==> src/rtl/pipeline_layer4_ctrl.sv <==
// Sequencing controller for the layer-4 adder-tree / bias / ReLU pipeline.
// A token shift register follows each accepted vector; output backpressure freezes the whole pipe.
module pipeline_layer4_ctrl #(
  parameter int unsigned CNT_WIDTH = 16,
  parameter int unsigned STAGES    = 6
) (
  input  logic                 clk,
  input  logic                 rst,
  input  logic                 start,
  input  logic [CNT_WIDTH-1:0] cfg_num,
  input  logic                 in_valid,
  output logic                 in_ready,
  output logic                 valid_in_bias,
  output logic [STAGES-2:0]    valid_pipeline,
  output logic                 out_valid,
  input  logic                 out_ready,
  output logic [CNT_WIDTH-1:0] out_count,
  output logic                 busy,
  output logic                 done
);

  localparam logic [1:0] StIdle  = 2'd0;
  localparam logic [1:0] StRun   = 2'd1;
  localparam logic [1:0] StDrain = 2'd2;
  localparam logic [1:0] StDone  = 2'd3;

  localparam logic [CNT_WIDTH-1:0] CntOne = CNT_WIDTH'(1);

  logic [1:0]           state_q, state_d;
  logic [CNT_WIDTH-1:0] job_len_q, job_len_d;
  logic [CNT_WIDTH-1:0] in_count_q, in_count_d;
  logic [CNT_WIDTH-1:0] out_count_q, out_count_d;
  logic [STAGES-1:0]    tok_q, tok_d;

  logic stall;
  logic accept;
  logic consume;
  logic [CNT_WIDTH-1:0] in_count_inc;
  logic [CNT_WIDTH-1:0] out_count_inc;

  always_comb begin
    out_valid      = tok_q[STAGES-1];
    stall          = out_valid & ~out_ready;
    in_ready       = (state_q == StRun) & ~stall & (in_count_q < job_len_q);
    accept         = in_valid & in_ready;
    consume        = out_valid & out_ready;
    valid_in_bias  = accept;
    // Bubbles keep their enable low; a stall drops every enable so all registers hold.
    valid_pipeline = tok_q[STAGES-2:0] & {(STAGES-1){~stall}};
    out_count      = out_count_q;
    busy           = (state_q == StRun) | (state_q == StDrain);
    done           = (state_q == StDone);
    in_count_inc   = in_count_q + CntOne;
    out_count_inc  = out_count_q + CntOne;
  end

  always_comb begin
    state_d     = state_q;
    job_len_d   = job_len_q;
    in_count_d  = in_count_q;
    out_count_d = out_count_q;
    tok_d       = stall ? tok_q : {tok_q[STAGES-2:0], accept};

    if (accept) begin
      in_count_d = in_count_inc;
    end
    if (consume) begin
      out_count_d = out_count_inc;
    end

    case (state_q)
      StIdle: begin
        if (start) begin
          job_len_d   = cfg_num;
          in_count_d  = '0;
          out_count_d = '0;
          state_d     = (cfg_num == '0) ? StDone : StRun;
        end
      end
      StRun: begin
        if (accept && (in_count_inc == job_len_q)) begin
          state_d = StDrain;
        end
      end
      StDrain: begin
        if (consume && (out_count_inc == job_len_q)) begin
          state_d = StDone;
        end
      end
      StDone: begin
        state_d = StIdle;
      end
      default: begin
        state_d = StIdle;
      end
    endcase
  end

  always_ff @(posedge clk) begin
    if (rst) begin
      state_q     <= StIdle;
      job_len_q   <= '0;
      in_count_q  <= '0;
      out_count_q <= '0;
      tok_q       <= '0;
    end else begin
      state_q     <= state_d;
      job_len_q   <= job_len_d;
      in_count_q  <= in_count_d;
      out_count_q <= out_count_d;
      tok_q       <= tok_d;
    end
  end

endmodule

==> config.mk <==
export PLATFORM = sky130hd
export DESIGN_NAME = pipeline_layer4_ctrl
export DESIGN_NICKNAME = d
export VERILOG_FILES = /design/src/rtl/pipeline_layer4_ctrl.sv
export SDC_FILE = /design/constraint.sdc
export NUM_CORES = 1
export LEC_CHECK = 0
export ABC_AREA = 1
export CAP_MARGIN = 20
export CORE_MARGIN = 1
export CORE_UTILIZATION = 45
export CTS_CLUSTER_SIZE = 28
export DETAILED_ROUTE_END_ITERATION = 7
export GPL_ROUTABILITY_DRIVEN = 0
export PLACE_DENSITY_LB_ADDON = 0.1
export SLEW_MARGIN = 30
export SYNTH_ARGS = -nofsm -noshare
export SYNTH_HDL_FRONTEND = slang
export SYNTH_SLANG_ARGS = --single-unit
==> constraint.sdc <==
create_clock -name clk -period 1.96 [get_ports clk]
set_input_delay 0.196 -clock clk [delete_from_list [all_inputs] [get_ports clk]]
set_output_delay 0.196 -clock clk [all_outputs]
set_load 0.005 [all_outputs]
**Run 1: met1 routing**

Drawn at 4 px/um.
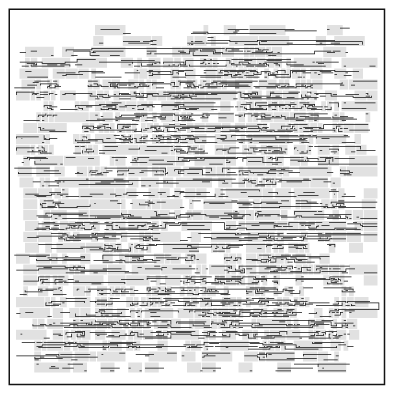
nets with wire on the layer = 727
wire length on this layer = 5450 um

**Run 1: signal wires on met2**

Drawn at 4 px/um.
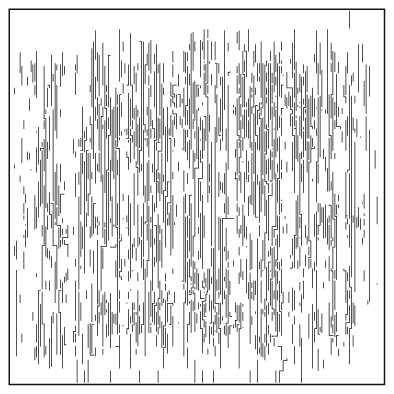
share of all routed wire = 48%
main direction = vertical

**Run 1: M3 wires**

Drawn at 3 px/um.
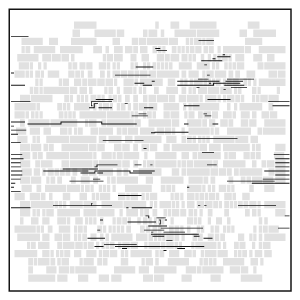
wire length on this layer = 659 um
share of all routed wire = 5.3%
main direction = horizontal

## run 1: flip-flops by register name, summed over array words and instances, names as in the netlist
name	cells
state_q	2
in_count_q	16
job_len_q	16
tok_q	6
out_count	16
## run 1: metal layers
metal | part of all wire [%] | GRT usage, % | vias to the layer above
met5 | 0 | 0 | -
met4 | 2.9 | 10.26 | 0
met3 | 5.2 | 3.577 | 37
met2 | 48 | 48.22 | 183
met1 | 43 | 34.69 | 2118
li1 | - | - | 2273
## run 1: where the power goes
part / switching, W / internal (W)
clock: 0.000406 / 0.000284
combinational: 0.00144 / 0.00129
sequential: 0.000154 / 0.00133
total: 0.00200 / 0.00291
==> flow_metrics.tcl, run 1 <==
# place-and-route summary
set metrics [dict create \
    outcome "complete, but fails checks" \
    violations "negative setup slack" \
    fin_crit_ns 2.182 \
    num-nonclk-inverters 81 \
    fmax_mhz 458.3 \
    die_x_um 93.44 \
    comb_cells 452 \
    rr_worst_depth 13 \
    finalSetupViolations 20 \
    min_from "tok_q[3]" \
    ys_sh_simple_pct 35.48 \
    crit_path_end_kind "flip-flop" \
    ff_type "dfxtp_1" \
    synth_top_cell_by_count "nand2_1" \
    clockBufferDepth 2 \
    antenna_left 0 \
    setup_slack_ns -0.2221 \
    layout.nets 792 \
    warning_count 32 \
    r2r-end "tok_q[0]" \
    grt_use_total_pct 27.70 \
    firstDrtPassIters 5 \
    leakage_nw 2.470 \
    nClkBuffers 6 \
    die_y_um 93.44 \
    signal_buffers 152 \
]
**Run 1: signal wires on met4**

Drawn at 3 px/um.
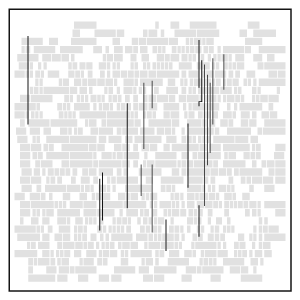

==> run 1 -> run 2 <==
--- a/config.mk
+++ b/config.mk
@@ -7,7 +7,7 @@
 export LEC_CHECK = 0
 export ABC_AREA = 1
 export CAP_MARGIN = 20
-export CORE_MARGIN = 1
+export CORE_MARGIN = 2
 export CORE_UTILIZATION = 45
 export CTS_CLUSTER_SIZE = 28
 export DETAILED_ROUTE_END_ITERATION = 7
**Run 2: signal wires on met4**

Drawn at 3 px/um.
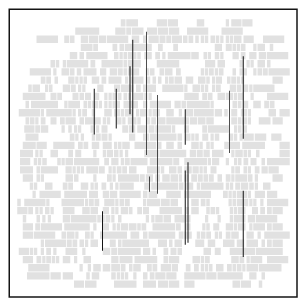
wire length on this layer = 297 um
main direction = vertical
share of all routed wire = 2.5%
longest straight run = 40.8 um
nets with wire on the layer = 14

==> flow_metrics.tcl, run 2 <==
# place-and-route summary
set metrics [dict create \
    ff_type "dfxtp_1" \
    min_from "tok_q[3]" \
    crit_path_end_kind "flip-flop" \
    synthAoiAreaFrac_pct 16.36 \
    finalCritPeriodShare_pct 103.3 \
    comb_cells 452 \
    clockBufferDepth 2 \
    grt_use_total_pct 27.38 \
    layout.nets 786 \
    die_x_um 95.44 \
    finalSetupViolations 10 \
    rr_worst_depth 14 \
    nClkBuffers 6 \
    firstDrtPassIters 4 \
    synth_top_cell_by_area "dfxtp_1" \
    synth_top_cell_by_count "nand2_1" \
    cts_tree "yes" \
    setup_slack_ns -0.06385 \
    leakage_nw 2.447 \
    clk_root_buffer_cell "clkbuf_8" \
    num-nonclk-inverters 81 \
    flop_area_um2 1172 \
    grt_pass1_vias 4155 \
    ys_sh_simple_pct 35.48 \
    grt.busiest_layer "met2" \
    top_cells_by_count "162 x nand2_1, 81 x inv_1, 64 x nand3_1, 56 x dfxtp_1, 54 x a21oi_1" \
    die_area_um2 9108 \
    worst-path-buf-inv 5 \
    signal_buffers 146 \
    met3WireLength_um 650 \
    met2_usage_pct 49.06 \
    outcome "complete, but fails checks" \
    rows 33 \
    dr_wl_met2_mm 5.864 \
    grt_util_met3_pct 3.399 \
    r2r-end "in_count_q[0]" \
    fin_crit_ns 2.024 \
    warning_count 32 \
    antenna_left 0 \
    top_layer "met4" \
    layoutNonFillerInstCount 848 \
    drt-met1-wl_mm 5.331 \
    crit_start "job_len_q[10]" \
    violations "negative setup slack" \
]
**Run 2: met1 routing**

Drawn at 4 px/um.
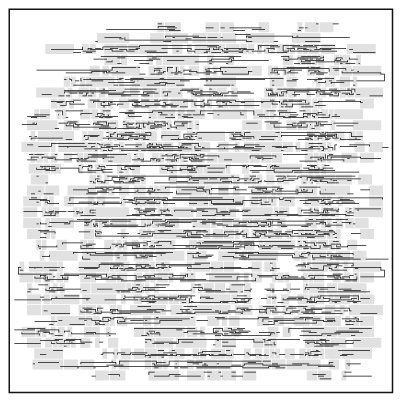
share of all routed wire = 44%
wire length on this layer = 5330 um

-- run 2: cell counts after synthesis --
No cell type changed its count.
-- run 2: stage by stage --
step	setup WS, ns	hold WS, ns
6_report	-0.06385	0.4683
5_1_grt	-0.1896	0.4927
4_1_cts	-0.09130	0.4705
3_5_place_dp	-0.1092	0.4535
3_3_place_gp	-0.07449	0.4507
2_1_floorplan	0.07016	0.3878
-- run 2: timing repair --
item	CTS	global route
hold buffers	0	0
gates resized	78	75
pin swaps	31	48
buffers inserted	11	6
setup endpoints to repair	20	26
-- run 2: power breakdown --
group          total [W]  leakage, nW  internal, W  switching (W)
clock           0.000674       0.0414     0.000256       0.000417
sequential       0.00146        0.469      0.00132       0.000138
combinational    0.00237         1.94      0.00111        0.00126
total            0.00450         2.45      0.00269        0.00182
No activity file was given, so power comes from the tool's default toggle rates.
